$ cat src/rtl/rf1_burst_ctrl.sv
// Burst initiator for a single-port register file with a 1-cycle registered read.
// Write beats go straight to the RAM; read beats return through a 2-entry FIFO.
module rf1_burst_ctrl #(
  parameter int M     = 128,
  parameter int N     = 8,
  parameter int WIDTH = 7,
  parameter int LENW  = 4
) (
  input  logic             clk,
  input  logic             reset_n,
  input  logic             CmdValid,
  output logic             CmdReady,
  input  logic             CmdWr,
  input  logic [WIDTH-1:0] CmdAddr,
  input  logic [LENW-1:0]  CmdLen,
  input  logic             WdValid,
  output logic             WdReady,
  input  logic [N-1:0]     WdData,
  output logic             RdValid,
  input  logic             RdReady,
  output logic [N-1:0]     RdData,
  output logic             RdLast,
  output logic             En,
  output logic             Wr,
  output logic [WIDTH-1:0] Addr,
  output logic [N-1:0]     WrData,
  input  logic [N-1:0]     Data
);

  typedef enum logic [1:0] {IDLE, WRITE, READ, DRAIN} state_t;

  state_t           state_q;
  logic [WIDTH-1:0] addr_q;
  logic [LENW-1:0]  rem_q;
  logic             inflight_q;
  logic             infl_last_q;
  logic [1:0]       occ_q;
  logic             wptr_q;
  logic             rptr_q;
  logic [N-1:0]     buf_data_q [2];
  logic [1:0]       buf_last_q;

  logic             wr_fire;
  logic             pop;
  logic [2:0]       level;
  logic             rd_issue;
  logic [WIDTH-1:0] addr_d;

  // A read may issue only if the entry it will produce is guaranteed a buffer slot.
  assign wr_fire  = (state_q == WRITE) && WdValid;
  assign pop      = (occ_q != 2'd0) && RdReady;
  assign level    = {1'b0, occ_q} + {2'b00, inflight_q} - {2'b00, pop};
  assign rd_issue = (state_q == READ) && (level < 3'd2);
  assign addr_d   = (addr_q == WIDTH'(M - 1)) ? '0 : addr_q + WIDTH'(1);

  assign CmdReady = (state_q == IDLE);
  assign WdReady  = (state_q == WRITE);
  assign En       = wr_fire || rd_issue;
  assign Wr       = wr_fire;
  assign Addr     = addr_q;
  assign WrData   = wr_fire ? WdData : '0;
  assign RdValid  = (occ_q != 2'd0);
  assign RdData   = buf_data_q[rptr_q];
  assign RdLast   = RdValid && buf_last_q[rptr_q];

  always_ff @(posedge clk or negedge reset_n) begin
    if (!reset_n) begin
      state_q       <= IDLE;
      addr_q        <= '0;
      rem_q         <= '0;
      inflight_q    <= 1'b0;
      infl_last_q   <= 1'b0;
      occ_q         <= 2'd0;
      wptr_q        <= 1'b0;
      rptr_q        <= 1'b0;
      buf_data_q[0] <= '0;
      buf_data_q[1] <= '0;
      buf_last_q    <= 2'b00;
    end else begin
      case (state_q)
        IDLE: begin
          if (CmdValid) begin
            addr_q  <= CmdAddr;
            rem_q   <= CmdLen;
            state_q <= CmdWr ? WRITE : READ;
          end
        end
        WRITE: begin
          if (wr_fire) begin
            addr_q <= addr_d;
            if (rem_q == '0) state_q <= IDLE;
            else             rem_q   <= rem_q - LENW'(1);
          end
        end
        READ: begin
          if (rd_issue) begin
            addr_q <= addr_d;
            if (rem_q == '0) state_q <= DRAIN;
            else             rem_q   <= rem_q - LENW'(1);
          end
        end
        DRAIN: begin
          if (!inflight_q && occ_q == 2'd0) state_q <= IDLE;
        end
        default: state_q <= IDLE;
      endcase

      // RAM data for an issue made last cycle is valid now; capture it with its last tag.
      inflight_q  <= rd_issue;
      infl_last_q <= rd_issue && (rem_q == '0);
      if (inflight_q) begin
        buf_data_q[wptr_q] <= Data;
        buf_last_q[wptr_q] <= infl_last_q;
        wptr_q             <= ~wptr_q;
      end
      if (pop) rptr_q <= ~rptr_q;
      occ_q <= occ_q + 2'(inflight_q) - 2'(pop);
    end
  end

endmodule

$ cat config.mk
export PLATFORM = sky130hd
export DESIGN_NAME = rf1_burst_ctrl
export DESIGN_NICKNAME = d
export VERILOG_FILES = /design/src/rtl/rf1_burst_ctrl.sv
export SDC_FILE = /design/constraint.sdc
export NUM_CORES = 1
export LEC_CHECK = 0
export CAP_MARGIN = 20
export CORE_MARGIN = 2
export CORE_UTILIZATION = 35
export DETAILED_ROUTE_END_ITERATION = 16
export PLACE_DENSITY_LB_ADDON = 0.08
export SLEW_MARGIN = 20
export SYNTH_ARGS = -nofsm -noshare
export SYNTH_HDL_FRONTEND = slang
export SYNTH_SLANG_ARGS = --single-unit
$ cat constraint.sdc
create_clock -name clk -period 2.6 [get_ports clk]
set_input_delay 0.39 -clock clk [delete_from_list [all_inputs] [get_ports clk]]
set_output_delay 0.39 -clock clk [all_outputs]
set_load 0.03 [all_outputs]
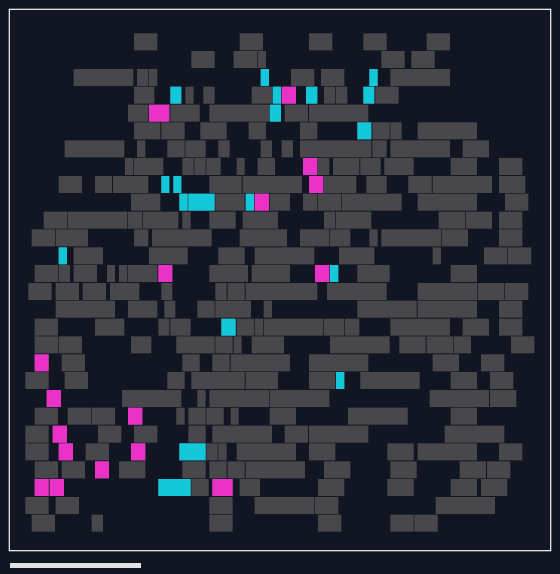
run_1/logic_types.png
Scale bar: 20 µm.
| family | colour | cells | most used |
|---|---|---|---|
| NAND gates | cyan | 19 | nand2_1 |
| AND and OR gates | magenta | 17 | and3_1 |
final cell count without fillers: 353
most numerous logic cell after layout: clkdlybuf4s50_1
logic share of the area: 37.7%

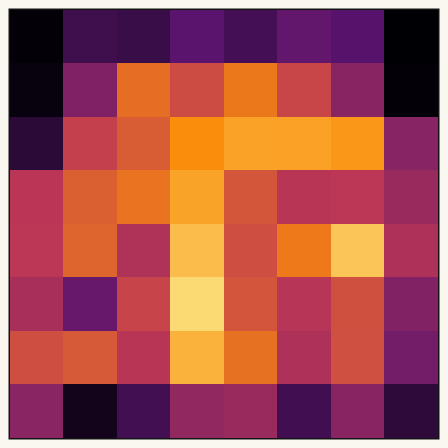
run_1/cell_density.png
The die is cut into 8 by 8 equal tiles; black is low, pale yellow is high, 0 to 100% covered.
fullest tile: 92%
mean over tiles: 46%
densest ninth of the die: middle
emptiest ninth of the die: top left

==> results_dict.tcl, run 1 <==
# implementation run metrics
set metrics [dict create \
    edf_count 0 \
    regToRegSetupSlack_ns 0.04 \
    worstPathArrival_ns 2.33 \
    cts_sinks 37 \
    cp_max_fo 4 \
    fin_nets 320 \
    grt_pass1_wl_um 8170 \
    die_h_um 82.4 \
    setup_violations 1 \
    min_period_ns 2.72 \
    critical-path-max-stage-delay_ns 0.56 \
    synthTopCellsByCount "37 x dfrtp_1, 26 x mux2_1, 13 x a21oi_1, 13 x inv_1, 12 x nand2_1" \
    warnings 32 \
    chipWidth_um 82.4 \
    wl_um 4880 \
    cts.hold.buffers_added 0 \
    cts_root_buffer "clkbuf_8" \
    area_growth_pct 50.3 \
    first_iter_violations 43 \
    synth_flops 37 \
    timing.slew.headroom_pct 43.9 \
    dp_slack_ns -0.311 \
    synth.area.top_cells "dfrtp_1 43%, mux2_1 14%, ha_1 5.2%" \
    dr.pass1.iters 4 \
    total_leakage_power_nw 1.43 \
    power_density_nw_per_um2 1510 \
    critPathRequiredTime_ns 2.21 \
    top_cell_area_share_pct 43.1 \
    avgRoutedWirePerCell_um 13.8 \
    port_buffers 61 \
    via_count 1798 \
    synth_cell_types 45 \
    final_max_slew_viol_count 0 \
    place_hpwl_um 3620 \
    clk_latency_ns 0.29 \
    ioPinCount 62 \
    synth_area_leader_cell "dfrtp_1" \
    slowest_stage "fa_2" \
    crit_type "reg -> out" \
    grt_start_max_net_pins 38 \
    drt-vias-per-instance 5.09 \
    ys_seq_share_pct 43.1 \
    flop_cell "dfrtp_1" \
    chipArea_um2 6780 \
    violations "setup timing" \
    drc 0 \
    cts_tree "built" \
    yosysWarnings 0 \
    cts_buffers 5 \
    total_power_w 0.00487 \
    cts_max_level 2 \
    postSynthCellCount 194 \
    grt_pass1_vias 1777 \
    fp_util_pct 36.3 \
    gr-total-overflow 0 \
    layout_setup_ws_ns -0.117 \
    antenna_left 0 \
    path_clk_slew_ns 0.08 \
    cts_resized 20 \
    max_freq_mhz 368 \
    ys_async_sr_fraction_pct 100 \
    timing.final.crit_share_pct 104 \
    skew_ns 0.00266 \
    postCtsSetupRepairBufs 4 \
    critPathBufInv 3 \
    worst_slew_pin_slew_ns 0.841 \
    antenna_found_initial 0 \
    top_cell "dfrtp_1" \
    crit_path_start_kind "flip-flop" \
    ys_chip_area_um2 2150 \
    hold_violations 0 \
    cts_buffer_depth 2 \
    hold_path_class "in -> async" \
    syn-cell-area_um2 2150 \
    cap_violations 0 \
    avgSynthCellArea_um2 11.1 \
    place_congestion 0.744 \
    antenna_cells 0 \
    fin_setup_tns_ns -0.117 \
    drive_above_1_share_pct 23.7 \
    rsz0062_at_grt "true" \
    ys_cells 194 \
    status "complete, but fails checks" \
    gr-usage-all-layers_pct 15.9 \
    syn-num-nets 237 \
    peakVddDrop_uv 807 \
    cp-end-kind "primary output" \
    crit_family "adder cells" \
    cp_cell_sequence "inv_2, nand2_4, and2_4, ha_4, inv_2, ha_4, fa_2, nor2_1, nand2_2, nand2b_4, buf_6" \
]
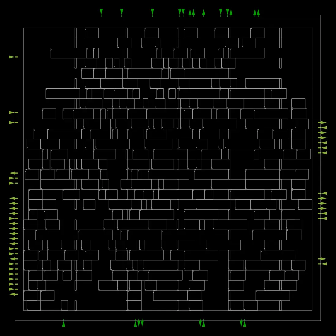
run_1/placement.png
final core utilization: 54.6%
Row Count: 28
Fillers: 537
core area: 5920 µm²
Tapcell Cnt: 75

## run 1: cells in the final DEF, fill, tap and decap left out, types with 2 or more instances in the layout
| cell | instances |
|---|---|
| nand2_1 | 10 |
| a41o_1 | 2 |
| inv_1 | 11 |
| buf_4 | 16 |
| a21oi_2 | 4 |
| a221oi_2 | 5 |
| mux2_1 | 26 |
| nor3_1 | 4 |
| a31oi_1 | 3 |
| or2_2 | 2 |
| a21oi_1 | 9 |
| o31a_1 | 2 |
| o21ai_1 | 4 |
| ha_4 | 2 |
| mux2i_1 | 4 |
| buf_6 | 6 |
| nor3_4 | 2 |
| inv_2 | 3 |
| clkdlybuf4s50_1 | 59 |
| o31ai_2 | 4 |
| nor2_1 | 4 |
| nand2_4 | 2 |
| o211ai_1 | 2 |
| nor4_1 | 2 |
| bufinv_16 | 2 |
| and3_1 | 10 |
| xor2_1 | 2 |
| clkbuf_8 | 5 |
| nand3_1 | 4 |
| dfrtp_1 | 37 |
| ha_1 | 7 |
## run 1: worst paths after layout
path,start,cells after the start,end
setup / recovery,occ_q[1]$_DFF_PN0_,11,En
hold / removal,reset_n,1,state_q[0]$_DFFE_PN0P_
setup reg to reg,occ_q[1]$_DFF_PN0_,14,Addr[6]$_DFFE_PN0P_
hold reg to reg,buf_data_q[13]$_DFFE_PN0P_,1,buf_data_q[13]$_DFFE_PN0P_
max in group asynchronous,reset_n,1,Addr[0]$_DFFE_PN0P_
min in group clk,buf_data_q[13]$_DFFE_PN0P_,1,buf_data_q[13]$_DFFE_PN0P_
## run 1: logic make-up (layout without fill, tap and decap cells)
logic type / Yosys count / count (layout) / synth area share (%)
AND/OR/NAND/NOR: 53 / 53 / 15.0
AND-OR/OR-AND: 40 / 40 / 14.2
flip-flops: 37 / 37 / 43.1
multiplexers: 30 / 30 / 15.5
buffers and inverters: 21 / 105 / 4.48
adder cells (fa/ha/maj): 10 / 10 / 6.17
XOR/XNOR: 3 / 3 / 1.57
## run 1: final cells by class
type	instances	area, µm²	share of cell area [%]
clock buffer	5	68.8	2.13
clock inverter	3	68.8	2.13
inverter	14	52.6	1.63
multi-input combinational	136	1220	37.7
sequential	37	926	28.6
tap	75	93.8	2.90
timing repair buffer	83	803	24.9
## run 1: report_power, final
part / switching [W] / total (W) / leakage (nW) / internal [W]
Combinational: 0.00161 / 0.00314 / 0.912 / 0.00153
Clock: 0.000220 / 0.000607 / 0.0687 / 0.000386
Sequential: 0.000255 / 0.00112 / 0.444 / 0.000865
Total: 0.00208 / 0.00487 / 1.43 / 0.00278
## run 1: layer usage
metal	GRT usage (%)	vias to the layer above	share of wire (%)
li1	-	866	-
met4	6.17	0	1.1
met2	25.5	59	49
met1	20.4	867	43
met5	0	-	0
met3	4.24	6	6.9
## run 1: per-stage QoR
step	instance area [µm²]	instances	hold WS [ns]
floorplan	2160	194	0.0944
detailed placement	2930	338	0.467
CTS	3190	350	0.230
global route	3230	353	0.286
global placement	2930	338	0.464
finish	3230	353	0.201
## run 1: flip-flops by register name, summed over array words and instances (netlist names)
register,cells
buf_data_q,16
Addr,7
rem_q,4
buf_last_q,2
occ_q,2
state_q,2
infl_last_q,1
inflight_q,1
rptr_q,1
wptr_q,1
==> run 2, diff against run 1 <==
--- a/config.mk
+++ b/config.mk
@@ -10,6 +10,7 @@
 export CORE_UTILIZATION = 35
 export DETAILED_ROUTE_END_ITERATION = 16
 export PLACE_DENSITY_LB_ADDON = 0.08
+export SETUP_SLACK_MARGIN = 0.05
 export SLEW_MARGIN = 20
 export SYNTH_ARGS = -nofsm -noshare
 export SYNTH_HDL_FRONTEND = slang
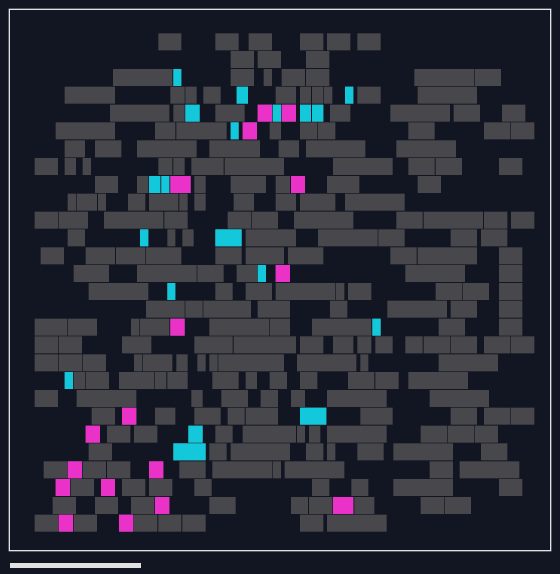
run_2/logic_types.png
Scale bar: 20 µm.
| family | colour | cells | most used |
|---|---|---|---|
| NAND gates | cyan | 19 | nand2_1 |
| AND and OR gates | magenta | 17 | and3_1 |

==> run 2 against run 1 <==
The run still ends with setup timing left. Sequential power barely moved. Sequential cell count stayed put. Utilization is 1.2 points higher. Clock power decreased by 37%. Via count is 1.2% lower. Power up 1.8%. Design area is 2.1% higher. First-iteration DRC count rose by 30%. Critical path depth rose by 2. Non-clock buffer count increased by 3. Combinational power is 9.2% higher. Fmax decreased by 3.9%.
==> results_dict.tcl, run 2 <==
# implementation run metrics
set metrics [dict create \
    status "complete, but fails checks" \
    violations "setup timing" \
    top_cell_area_share_pct 43.1 \
    regToRegSetupSlack_ns -0.17 \
    cts_max_level 2 \
    avgRoutedWirePerCell_um 14.3 \
    hold_violations 0 \
    min_period_ns 2.83 \
    crit_type "reg -> out" \
    gr-total-overflow 0 \
    setup_violations 12 \
    wl_um 5090 \
    fin_nets 323 \
    synthTopCellsByCount "37 x dfrtp_1, 26 x mux2_1, 13 x a21oi_1, 13 x inv_1, 12 x nand2_1" \
    edf_count 0 \
    ys_chip_area_um2 2150 \
    postSynthCellCount 194 \
    grt_pass1_wl_um 8320 \
    dr.pass1.iters 4 \
    cts_buffer_depth 2 \
    worst_slew_pin_slew_ns 0.746 \
    chipArea_um2 6780 \
    antenna_left 0 \
    synth_area_leader_cell "dfrtp_1" \
    path_clk_slew_ns 0.07 \
    place_congestion 0.816 \
    critPathRequiredTime_ns 2.21 \
    final_cell_mix "60 x clkdlybuf4s50_1, 36 x dfrtp_1, 26 x mux2_1" \
    cts_tree "built" \
    grt_start_max_net_pins 15 \
    rsz0062_at_grt "true" \
    ioPinCount 62 \
    cp_max_fo 2 \
    ys_cells 194 \
    ys_sh_mux_pct 15.5 \
    cp-end-kind "primary output" \
    critPathBufInv 4 \
    place_hpwl_um 3630 \
    clk_latency_ns 0.29 \
    num_rows 28 \
    synthTopLogicFamily "multiplexers" \
    layout_setup_ws_ns -0.226 \
    drt-vias-per-instance 4.99 \
    synth.area.top_cells "dfrtp_1 43%, mux2_1 14%, ha_1 5.2%" \
    area_growth_pct 53.6 \
    antenna_cells 0 \
    via_count 1776 \
    power_density_nw_per_um2 1500 \
    syn-cell-area_um2 2150 \
    critical-path-max-stage-delay_ns 0.43 \
    core_um2 5920 \
    drc 0 \
    lay_top_count "clkdlybuf4s50_1" \
    first_iter_violations 56 \
    syn-num-nets 237 \
    synth_adder_area_share_pct 6.17 \
    ys_sh_aoi_pct 14.2 \
    cts_buffers 5 \
    timing.slew.headroom_pct 50.3 \
    max_freq_mhz 354 \
    synth_cell_types 45 \
    hold_path_class "in -> async" \
    skew_ns 0.00375 \
    cts_sinks 37 \
]
-- run 2: cell counts after synthesis --
No cell type changed its count.
-- run 2: layout make-up --
class                           instances  area (µm²)  share of cell area (%)
Timing Repair Buffer                   86         842                    25.5
Clock inverter                          2        10.0                   0.303
Inverter                               14        55.1                    1.67
Sequential cell                        37         927                    28.1
Clock buffer                            6        72.6                    2.20
Tap cell                               75        93.8                    2.84
Multi-Input combinational cell        136        1300                    39.4
-- run 2: repair_timing --
action	in CTS	in global routing
cloned	0	0
pin swaps	11	6
buffers inserted	4	4
gates resized	15	17
hold buffers	0	0
hold endpoints to repair	0	0
endpoints found under the setup margin	3	17
-- run 2: power by group --
group | switching (W) | leakage, nW | internal, W | total (W)
logic | 0.00177 | 0.936 | 0.00167 | 0.00343
clock network | 0.000199 | 0.0450 | 0.000186 | 0.000384
registers | 0.000270 | 0.443 | 0.000868 | 0.00114
total | 0.00223 | 1.42 | 0.00272 | 0.00495
-- run 2: kinds of logic (layout without fill, tap and decap cells) --
logic type / count (synthesis) / after routing
AOI/OAI and AO/OA: 40 / 40
xor gates and xnor gates: 3 / 3
adders and majority gates: 10 / 10
buffers and inverters: 21 / 108
DFF: 37 / 37
muxes: 30 / 30
and+or+nand+nor: 53 / 53
-- run 2: worst register-to-register path: stages (launching register included) --
cell and delay, ns:
dfrtp_2 0.43, inv_4 0.07, nand2_4 0.04, and2_4 0.14, ha_4 0.25, inv_2 0.03, ha_4 0.14, fa_2 0.40
xnor2_4 0.17, buf_4 0.14, buf_6 0.11, buf_6 0.11, o21ai_4 0.24, nand2_4 0.12, a221oi_2 0.30
-- run 2: metrics by stage --
step / hold WS (ns) / setup TNS [ns] / setup WS [ns] / instance area (µm²)
2_1_floorplan: 0.0944 / 0 / 0.0486 / 2230
3_3_place_gp: 0.459 / -2.26 / -0.265 / 3040
3_5_place_dp: 0.469 / -2.36 / -0.265 / 3040
4_1_cts: 0.485 / -2.60 / -0.270 / 3210
5_1_grt: 0.497 / -3.18 / -0.336 / 3300
6_report: 0.478 / -1.60 / -0.226 / 3300
-- run 2: path summary, 6_finish.rpt --
kind,startpoint,end
worst max-delay path,occ_q[1]$_DFF_PN0_,En
worst min-delay path,reset_n,buf_data_q[15]$_DFFE_PN0P_
worst max register to register,occ_q[1]$_DFF_PN0_,rem_q[3]$_DFFE_PN0P_
worst min register to register,buf_data_q[10]$_DFFE_PN0P_,buf_data_q[10]$_DFFE_PN0P_
max in group asynchronous,reset_n,Addr[5]$_DFFE_PN0P_
min in group clk,buf_data_q[10]$_DFFE_PN0P_,buf_data_q[10]$_DFFE_PN0P_
-- run 2: metal layers --
metal / part of all wire, % / vias to the layer above / routed length [µm] / GRT usage (%)
li1: - / 885 / - / -
met1: 44 / 854 / 2220 / 20.2
met2: 51 / 32 / 2610 / 27.7
met3: 3.8 / 5 / 191 / 3.70
met4: 1.3 / 0 / 67 / 5.50
met5: 0 / - / 0 / 0
Power and IR drop assume default switching activity.
